[src/rtl/ahb_lite_master.sv]
`default_nettype none
// ---------------------------------------------------------------------------
// ahb_lite_master : valid/ready command stream to pipelined AHB-Lite master
//                   with wait-state, two-cycle ERROR and address replay.
// Optional feature macro: WAIT_TIMEOUT_EN (sticky wait-state timeout flag)
// Revision: 1.0
// ---------------------------------------------------------------------------
module ahb_lite_master #(
  parameter int ADDR_WIDTH = 10,
  parameter int DATA_WIDTH = 32,
  parameter int TIMEOUT    = 64
) (
  input  logic                  HCLK,
  input  logic                  HRESETn,
  input  logic                  cmd_valid,
  output logic                  cmd_ready,
  input  logic                  cmd_write,
  input  logic [ADDR_WIDTH-1:0] cmd_addr,
  input  logic [DATA_WIDTH-1:0] cmd_wdata,
  output logic                  rsp_valid,
  output logic [DATA_WIDTH-1:0] rsp_rdata,
  output logic                  rsp_error,
  output logic [ADDR_WIDTH-1:0] HADDR,
  output logic [1:0]            HTRANS,
  output logic                  HWRITE,
  output logic [DATA_WIDTH-1:0] HWDATA,
  input  logic                  HREADY,
  input  logic                  HRESP,
  input  logic [DATA_WIDTH-1:0] HRDATA,
  output logic                  timeout_flag
);

  typedef enum logic [1:0] {
    RUN    = 2'd0,
    ERR2   = 2'd1,
    REPLAY = 2'd2
  } state_e;

  state_e                state_q, state_d;
  logic                  a_valid_q, a_valid_d;
  logic [ADDR_WIDTH-1:0] a_addr_q, a_addr_d;
  logic                  a_write_q, a_write_d;
  logic [DATA_WIDTH-1:0] a_wdata_q, a_wdata_d;
  logic                  d_valid_q, d_valid_d;
  logic                  d_write_q, d_write_d;
  logic [DATA_WIDTH-1:0] d_wdata_q, d_wdata_d;
  logic                  r_valid_q, r_valid_d;
  logic [ADDR_WIDTH-1:0] r_addr_q, r_addr_d;
  logic                  r_write_q, r_write_d;
  logic [DATA_WIDTH-1:0] r_wdata_q, r_wdata_d;
  logic                  rsp_valid_q, rsp_valid_d;
  logic                  rsp_error_q, rsp_error_d;
  logic [DATA_WIDTH-1:0] rsp_rdata_q, rsp_rdata_d;

  assign cmd_ready = HREADY && (state_q == RUN) && !r_valid_q;

  assign HADDR     = a_addr_q;
  assign HTRANS    = {a_valid_q, 1'b0};
  assign HWRITE    = a_write_q;
  assign HWDATA    = d_wdata_q;
  assign rsp_valid = rsp_valid_q;
  assign rsp_error = rsp_error_q;
  assign rsp_rdata = rsp_rdata_q;

  always_comb begin
    state_d     = state_q;
    a_valid_d   = a_valid_q;
    a_addr_d    = a_addr_q;
    a_write_d   = a_write_q;
    a_wdata_d   = a_wdata_q;
    d_valid_d   = d_valid_q;
    d_write_d   = d_write_q;
    d_wdata_d   = d_wdata_q;
    r_valid_d   = r_valid_q;
    r_addr_d    = r_addr_q;
    r_write_d   = r_write_q;
    r_wdata_d   = r_wdata_q;
    rsp_valid_d = 1'b0;
    rsp_error_d = rsp_error_q;
    rsp_rdata_d = rsp_rdata_q;

    case (state_q)
      RUN: begin
        if (HREADY) begin
          if (d_valid_q) begin
            rsp_valid_d = 1'b1;
            rsp_error_d = 1'b0;
            if (!d_write_q) rsp_rdata_d = HRDATA;
          end
          d_valid_d = a_valid_q;
          d_write_d = a_write_q;
          d_wdata_d = a_wdata_q;
          if (cmd_valid && cmd_ready) begin
            a_valid_d = 1'b1;
            a_addr_d  = cmd_addr;
            a_write_d = cmd_write;
            a_wdata_d = cmd_wdata;
          end else begin
            a_valid_d = 1'b0;
          end
        end else if (HRESP && d_valid_q) begin
          // First ERROR cycle: park the pending address phase for replay and cancel it on the bus
          if (a_valid_q) begin
            r_valid_d = 1'b1;
            r_addr_d  = a_addr_q;
            r_write_d = a_write_q;
            r_wdata_d = a_wdata_q;
          end
          a_valid_d = 1'b0;
          state_d   = ERR2;
        end
      end
      ERR2: begin
        if (HREADY) begin
          rsp_valid_d = 1'b1;
          rsp_error_d = 1'b1;
          d_valid_d   = 1'b0;
          state_d     = r_valid_q ? REPLAY : RUN;
        end
      end
      REPLAY: begin
        a_valid_d = 1'b1;
        a_addr_d  = r_addr_q;
        a_write_d = r_write_q;
        a_wdata_d = r_wdata_q;
        r_valid_d = 1'b0;
        state_d   = RUN;
      end
      default: state_d = RUN;
    endcase
  end

  always_ff @(posedge HCLK) begin
    if (!HRESETn) begin
      state_q     <= RUN;
      a_valid_q   <= 1'b0;
      a_addr_q    <= '0;
      a_write_q   <= 1'b0;
      a_wdata_q   <= '0;
      d_valid_q   <= 1'b0;
      d_write_q   <= 1'b0;
      d_wdata_q   <= '0;
      r_valid_q   <= 1'b0;
      r_addr_q    <= '0;
      r_write_q   <= 1'b0;
      r_wdata_q   <= '0;
      rsp_valid_q <= 1'b0;
      rsp_error_q <= 1'b0;
      rsp_rdata_q <= '0;
    end else begin
      state_q     <= state_d;
      a_valid_q   <= a_valid_d;
      a_addr_q    <= a_addr_d;
      a_write_q   <= a_write_d;
      a_wdata_q   <= a_wdata_d;
      d_valid_q   <= d_valid_d;
      d_write_q   <= d_write_d;
      d_wdata_q   <= d_wdata_d;
      r_valid_q   <= r_valid_d;
      r_addr_q    <= r_addr_d;
      r_write_q   <= r_write_d;
      r_wdata_q   <= r_wdata_d;
      rsp_valid_q <= rsp_valid_d;
      rsp_error_q <= rsp_error_d;
      rsp_rdata_q <= rsp_rdata_d;
    end
  end

`ifdef WAIT_TIMEOUT_EN
  localparam int CNT_W = $clog2(TIMEOUT + 1);

  logic [CNT_W-1:0] wait_cnt_q, wait_cnt_d;
  logic             timeout_flag_q, timeout_flag_d;

  // Counter saturates at TIMEOUT; the flag only reports, the transfer keeps waiting
  always_comb begin
    wait_cnt_d     = wait_cnt_q;
    timeout_flag_d = timeout_flag_q;
    if (HREADY) begin
      wait_cnt_d = '0;
    end else if (d_valid_q && (wait_cnt_q != CNT_W'(TIMEOUT))) begin
      wait_cnt_d = wait_cnt_q + CNT_W'(1);
    end
    if (wait_cnt_d == CNT_W'(TIMEOUT)) timeout_flag_d = 1'b1;
  end

  always_ff @(posedge HCLK) begin
    if (!HRESETn) begin
      wait_cnt_q     <= '0;
      timeout_flag_q <= 1'b0;
    end else begin
      wait_cnt_q     <= wait_cnt_d;
      timeout_flag_q <= timeout_flag_d;
    end
  end

  assign timeout_flag = timeout_flag_q;
`else
  logic unused_timeout;
  assign unused_timeout = |TIMEOUT;
  assign timeout_flag   = 1'b0;
`endif

endmodule
`default_nettype wire

[config.mk]
export PLATFORM = sky130hd
export DESIGN_NAME = ahb_lite_master
export DESIGN_NICKNAME = d
export VERILOG_FILES = /design/src/rtl/ahb_lite_master.sv
export SDC_FILE = /design/constraint.sdc
export NUM_CORES = 1
export LEC_CHECK = 0
export ABC_AREA = 1
export CAP_MARGIN = 40
export CORE_AREA = 2 2 120 122
export DETAILED_ROUTE_END_ITERATION = 12
export DIE_AREA = 0 0 122 124
export GPL_TIMING_DRIVEN = 0
export HOLD_SLACK_MARGIN = 0.15
export PLACE_DENSITY = 0.85
export SLEW_MARGIN = 40
export SYNTH_ARGS = -nofsm -noshare
export SYNTH_HDL_FRONTEND = slang
export SYNTH_SLANG_ARGS = --single-unit
[constraint.sdc]
create_clock -name HCLK -period 1.69 [get_ports HCLK]
set_input_delay 0.338 -clock HCLK [delete_from_list [all_inputs] [get_ports HCLK]]
set_output_delay 0.338 -clock HCLK [all_outputs]
set_load 0.01 [all_outputs]
==> flow_summary.yaml, run 1 <==
# physical design summary
outcome:
  outcome: "finished with violations"
  violations: "negative setup slack"
worst_hold_path:
  min_from: "HREADY"
  whs_endpoint: "state_q[1]"
  min_path_type: "input pin to register"
  min_path_cells: 3
yosys:
  common_cells: "nand2_1, nor2_1, dfxtp_1, nand3_1, inv_1"
  synth_area_leader_cell: "dfxtp_1"
  logic_family: "simple AND/OR/NAND/NOR gates"
  synth.most_common_cell: "nand2_1"
  synth_flops: 158
  mux_share_pct: 0
  ys_sh_xor_pct: 0
  topCellsByArea: "dfxtp_1, nand2_1, nor2_1, nand3_1, o21ai_0"
  ys_sh_aoi_pct: 12.8
  flop_cell: "dfxtp_1"
  synth.avg_cell_area_um2: 6.99
  ys_warn_count: 0
  netlist.area_leader.share_pct: 46.5
  ys_types: 24
  syn_inst: 974
  edf_count: 0
  ys_sh_adder_pct: 0
  ys_area_um2: 6810
  netlist_area_um2: 6810
  yosys.area_share.simple_pct: 29.8
  ys_cells: 974
  async_reset_ff_share_pct: 0
setup_path:
  required_ps: 1350
  slowest_stage: "dfxtp_1"
  timing.rr.start: "state_q[1]"
  path_cells: "buf_6 > nor2_4 > nand2_2 > nor2_4 > buf_6"
  r2r-end: "r_wdata_q[18]"
  cp-endpoint: "cmd_ready"
  cp.arrival_ps: 1370
  crit_start: "state_q[1]"
  worstPathMaxFanout: 10
  crit_path_max_incr_delay_ps: 310
  cp-start-kind: "register"
  rrSetupSlack_ps: 80
  cp.depth: 5
  rr_worst_depth: 7
  endpoint_kind: "primary output"
  crit_type: "register to primary output"
  path_buffers: 2
  path_delay_family: "simple AND/OR/NAND/NOR gates"
routing:
  wire_per_inst_um: 14.6
  dr_wl_met2_um: 9230
  wl_met1_um: 8350
  highest-signal-layer: "met4"
  drtPass1Iterations: 5
  wl_met3_um: 1370
  first_iter_violations: 555
  detail_route.drc_violations: 0
  avgViaCountPerCell: 5.09
  antenna_left: 0
timing:
  fmax_mhz: 585
  period_minus_slack_ps: 1710
  tightest_slew_ps: 628
  setup_viol_count_final: 1
  hold_ws_ps: 274
  hold_viol: 0
  period_used_pct: 101
  maxSlewHeadroom_pct: 58.1
  fin_skew_ps: 6.16
  rsz0062_at_grt: "true"
  slew_violations: 0
  layout_setup_ws_ps: -20.4
global_route:
  grt_pass1_wl_um: 31500
  grt_most_used_layer: "met2"
  grt_pass1_vias: 6634
  grt_overflow_total: 0
  antenna_found_initial: 0
  grtUsageMet1_pct: 34.2
  grt_max_degree: 17
  globalRouteMet2Util_pct: 41.8
cells_and_area:
  antenna_cells: 0
  seq_cell_count: 158
  seq_share_pct: 34.1
  comb.multi_input.count: 658
  flop_area_um2: 3160
  fill_cells: 1119
  buf_share_pct: 21.6
  drive_gt1_share_pct: 9.97
  fin_nets: 1231
  clock_area_share_pct: 7.02
  final_area_um2: 9290
  layout_top_cells: "nand2_1, nor2_1, dfxtp_1"
  nNonClkBuffers: 232
  biggestCellCategory: "flip-flops and latches"
  nClkBuffers: 18
  stdcell_count: 1344
  area_growth_pct: 36.5
  comb_share_pct: 31.4
power:
  power.internal_mw: 7.02
  p_seq_mw: 3.96
  seq_power_share_pct: 43.1
  power.group.top: "the clock network"
  power_frac_comb_pct: 10.7
  power_density_nw_per_um2: 989
  p_total_mw: 9.19
  ir_drop_v: 0.000655
  p_sw_mw: 2.17
  p_clk_share_pct: 46.1
  powerComb_uw: 985
  p_leak_nw: 4.35
  power.clock.total_mw: 4.24
  swShare_pct: 23.6
cts:
  cts.sinks: 158
  postCtsSetupBuffers: 0
  clockBufferDepth: 2
  cts_hold_buf: 0
  htree_levels: 4
  clkSlewWorstSetupHoldPaths_ps: 60
  cts_buffers: 17
  ctsResizeCount: 19
  clock_latency_ps: 430
  root_buffer: "clkbuf_16"
  tritoncts: "built"
place:
  placed_cell_area_um2: 8600
  io_buffer_count: 156
  globalplace.congestion: 0.847
  placed_cells: 1311
  hpwlAfterDp_um: 13500
die:
  coreArea_um2: 13700
  fp_util_pct: 49.6
  core.rowCount: 43
  die_h_um: 124
  die-area_um2: 15100
  io_pins: 161
  num_tap_cells: 180
  fp.dieW_um: 122
flow_run:
  warnings: 28
  maxCapViolations: 0
==> run_1/layer_met1.png <==
Scale: 3 px per µm. Supply wires on this layer in gray.
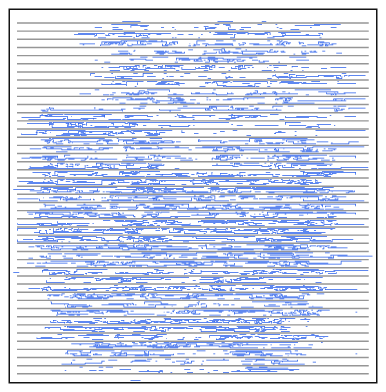
- main direction: horizontal
- wire length on this layer: 8350 µm
- share of all routed wire: 43%
- longest straight run: 33.6 µm
- nets with wire on the layer: 1125

==> run_1/layer_met2.png <==
Scale: 2 px per µm.
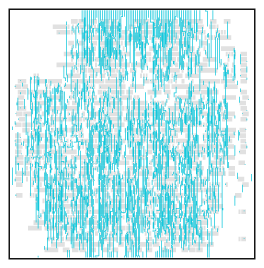
- wire length on this layer: 9230 µm
- nets with wire on the layer: 958
- longest straight run: 43.4 µm
- share of all routed wire: 47%

==> run_1/layer_met3.png <==
Scale: 3 px per µm.
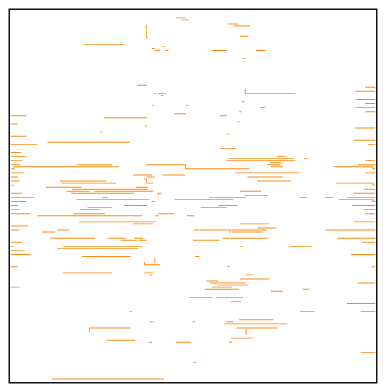
- longest straight run: 37.0 µm
- share of all routed wire: 7.0%
- main direction: horizontal
- wire length on this layer: 1370 µm
via count: 6843
final WL: 19600 µm
met3 track demand over resource: 4.81%

==> run_1/layer_met4.png <==
Scale: 3 px per µm. Supply wires on this layer in gray.
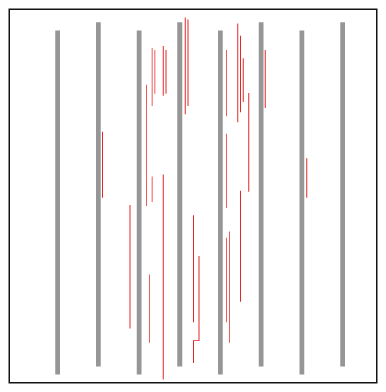
- main direction: vertical
- nets with wire on the layer: 22
- wire length on this layer: 683 µm
- share of all routed wire: 3.5%
- longest straight run: 68.0 µm

--- run 2 (diff from run 1) ---
--- a/config.mk
+++ b/config.mk
@@ -13,7 +13,7 @@
 export GPL_TIMING_DRIVEN = 0
 export HOLD_SLACK_MARGIN = 0.15
 export PLACE_DENSITY = 0.85
-export SLEW_MARGIN = 40
+export SLEW_MARGIN = 30
 export SYNTH_ARGS = -nofsm -noshare
 export SYNTH_HDL_FRONTEND = slang
 export SYNTH_SLANG_ARGS = --single-unit
==> run_2/layer_met4.png <==
Scale: 3 px per µm. Supply wires on this layer in gray.
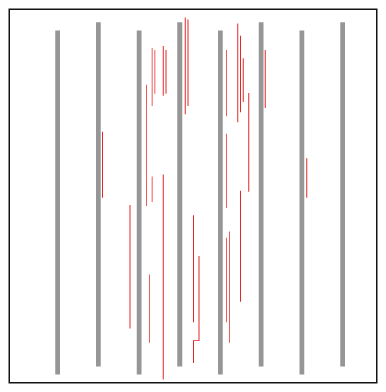
- longest straight run: 68.0 µm
- main direction: vertical
- wire length on this layer: 683 µm
- nets with wire on the layer: 22
- share of all routed wire: 3.5%

==> run_2/layer_met1.png <==
Scale: 3 px per µm. Supply wires on this layer in gray.
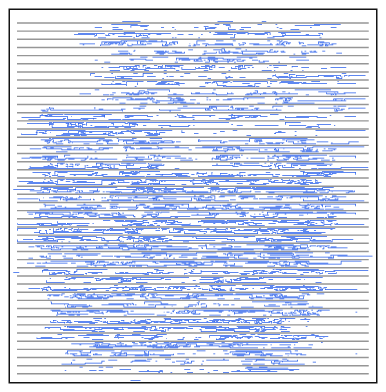
- main direction: horizontal
- nets with wire on the layer: 1125
- longest straight run: 33.6 µm
- wire length on this layer: 8350 µm

==> run_2/layer_met3.png <==
Scale: 3 px per µm.
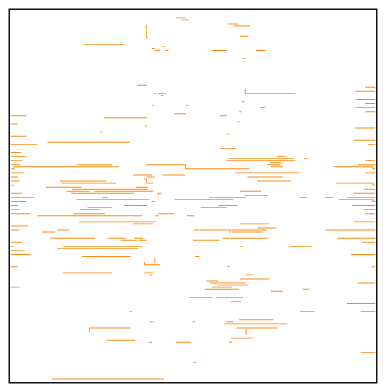
- nets with wire on the layer: 139
- main direction: horizontal
- share of all routed wire: 7.0%

==> flow_summary.yaml, run 2 <==
# physical design summary
setup_path:
  timing.rr.start: "state_q[1]"
  worstPathMaxFanout: 10
  crit_type: "register to primary output"
  r2r-end: "r_wdata_q[18]"
  slowest_stage: "dfxtp_1"
  path_delay_family: "simple AND/OR/NAND/NOR gates"
  cp.arrival_ps: 1370
  required_ps: 1350
  cp-endpoint: "cmd_ready"
  crit_start: "state_q[1]"
  cp.depth: 5
  crit_path_max_incr_delay_ps: 310
  endpoint_kind: "primary output"
  cp-start-kind: "register"
yosys:
  yosys.area_share.simple_pct: 29.8
  syn_inst: 974
  flop_cell: "dfxtp_1"
  common_cells: "nand2_1, nor2_1, dfxtp_1, nand3_1, inv_1"
  synth_flops: 158
  mux_share_pct: 0
  ys_types: 24
  synth.avg_cell_area_um2: 6.99
  topCellsByArea: "dfxtp_1, nand2_1, nor2_1, nand3_1, o21ai_0"
  logic_family: "simple AND/OR/NAND/NOR gates"
  ys_area_um2: 6810
  ys_warn_count: 0
  netlist_area_um2: 6810
  synth.most_common_cell: "nand2_1"
  ys_sh_aoi_pct: 12.8
  netlist.area_leader.share_pct: 46.5
  async_reset_ff_share_pct: 0
  ys_sh_xor_pct: 0
cells_and_area:
  seq_share_pct: 34.1
  antenna_cells: 0
  layout_top_cells: "nand2_1, nor2_1, dfxtp_1"
  drive_gt1_share_pct: 9.97
  comb_share_pct: 31.4
  nClkBuffers: 18
  biggestCellCategory: "flip-flops and latches"
  clock_area_share_pct: 7.02
  fin_nets: 1231
  final_area_um2: 9290
  buf_share_pct: 21.6
  fill_cells: 1119
  comb.multi_input.count: 658
  stdcell_count: 1344
routing:
  wl_met3_um: 1370
  wl_met1_um: 8350
  wirelength_um: 19600
  highest-signal-layer: "met4"
  detail_route.drc_violations: 0
  dr_wl_met2_um: 9230
  avgViaCountPerCell: 5.09
  wire_per_inst_um: 14.6
  antenna_left: 0
  first_iter_violations: 555
  drtPass1Iterations: 5
global_route:
  grt_most_used_layer: "met2"
  globalRouteMet2Util_pct: 41.8
  grt_overflow_total: 0
  grt_util_met3_pct: 4.81
  grtUsageMet1_pct: 34.2
  grt_pass1_wl_um: 31500
  antenna_found_initial: 0
power:
  p_sw_mw: 2.17
  seq_power_share_pct: 43.1
  power.internal_mw: 7.02
  swShare_pct: 23.6
  power.group.top: "the clock network"
  p_total_mw: 9.19
  p_leak_nw: 4.35
  power.clock.total_mw: 4.24
  power_density_nw_per_um2: 989
  ir_drop_v: 0.000655
  p_seq_mw: 3.96
  power_frac_comb_pct: 10.7
  p_clk_share_pct: 46.1
outcome:
  violations: "negative setup slack"
  outcome: "finished with violations"
place:
  globalplace.congestion: 0.847
  placed_cell_area_um2: 8600
  placed_cells: 1311
  hpwlAfterDp_um: 13500
  io_buffer_count: 156
timing:
  slew_violations: 0
  setup_viol_count_final: 1
  period_minus_slack_ps: 1710
  period_used_pct: 101
  maxSlewHeadroom_pct: 58.1
  fmax_mhz: 585
  layout_setup_ws_ps: -20.4
  fin_skew_ps: 6.16
  rsz0062_at_grt: "true"
die:
  io_pins: 161
  core.rowCount: 43
  die-area_um2: 15100
  die_h_um: 124
  fp_util_pct: 49.6
  fp.dieW_um: 122
cts:
  clkSlewWorstSetupHoldPaths_ps: 60
  tritoncts: "built"
  htree_levels: 4
  postCtsSetupBuffers: 0
  cts_buffers: 17
  ctsResizeCount: 19
  cts.sinks: 158
worst_hold_path:
  min_path_type: "input pin to register"
  whs_endpoint: "state_q[1]"
  min_from: "HREADY"
  min_path_cells: 3
flow_run:
  warnings: 28
  maxCapViolations: 0
Power figures rest on the tool's default switching activity, not on a simulated workload.
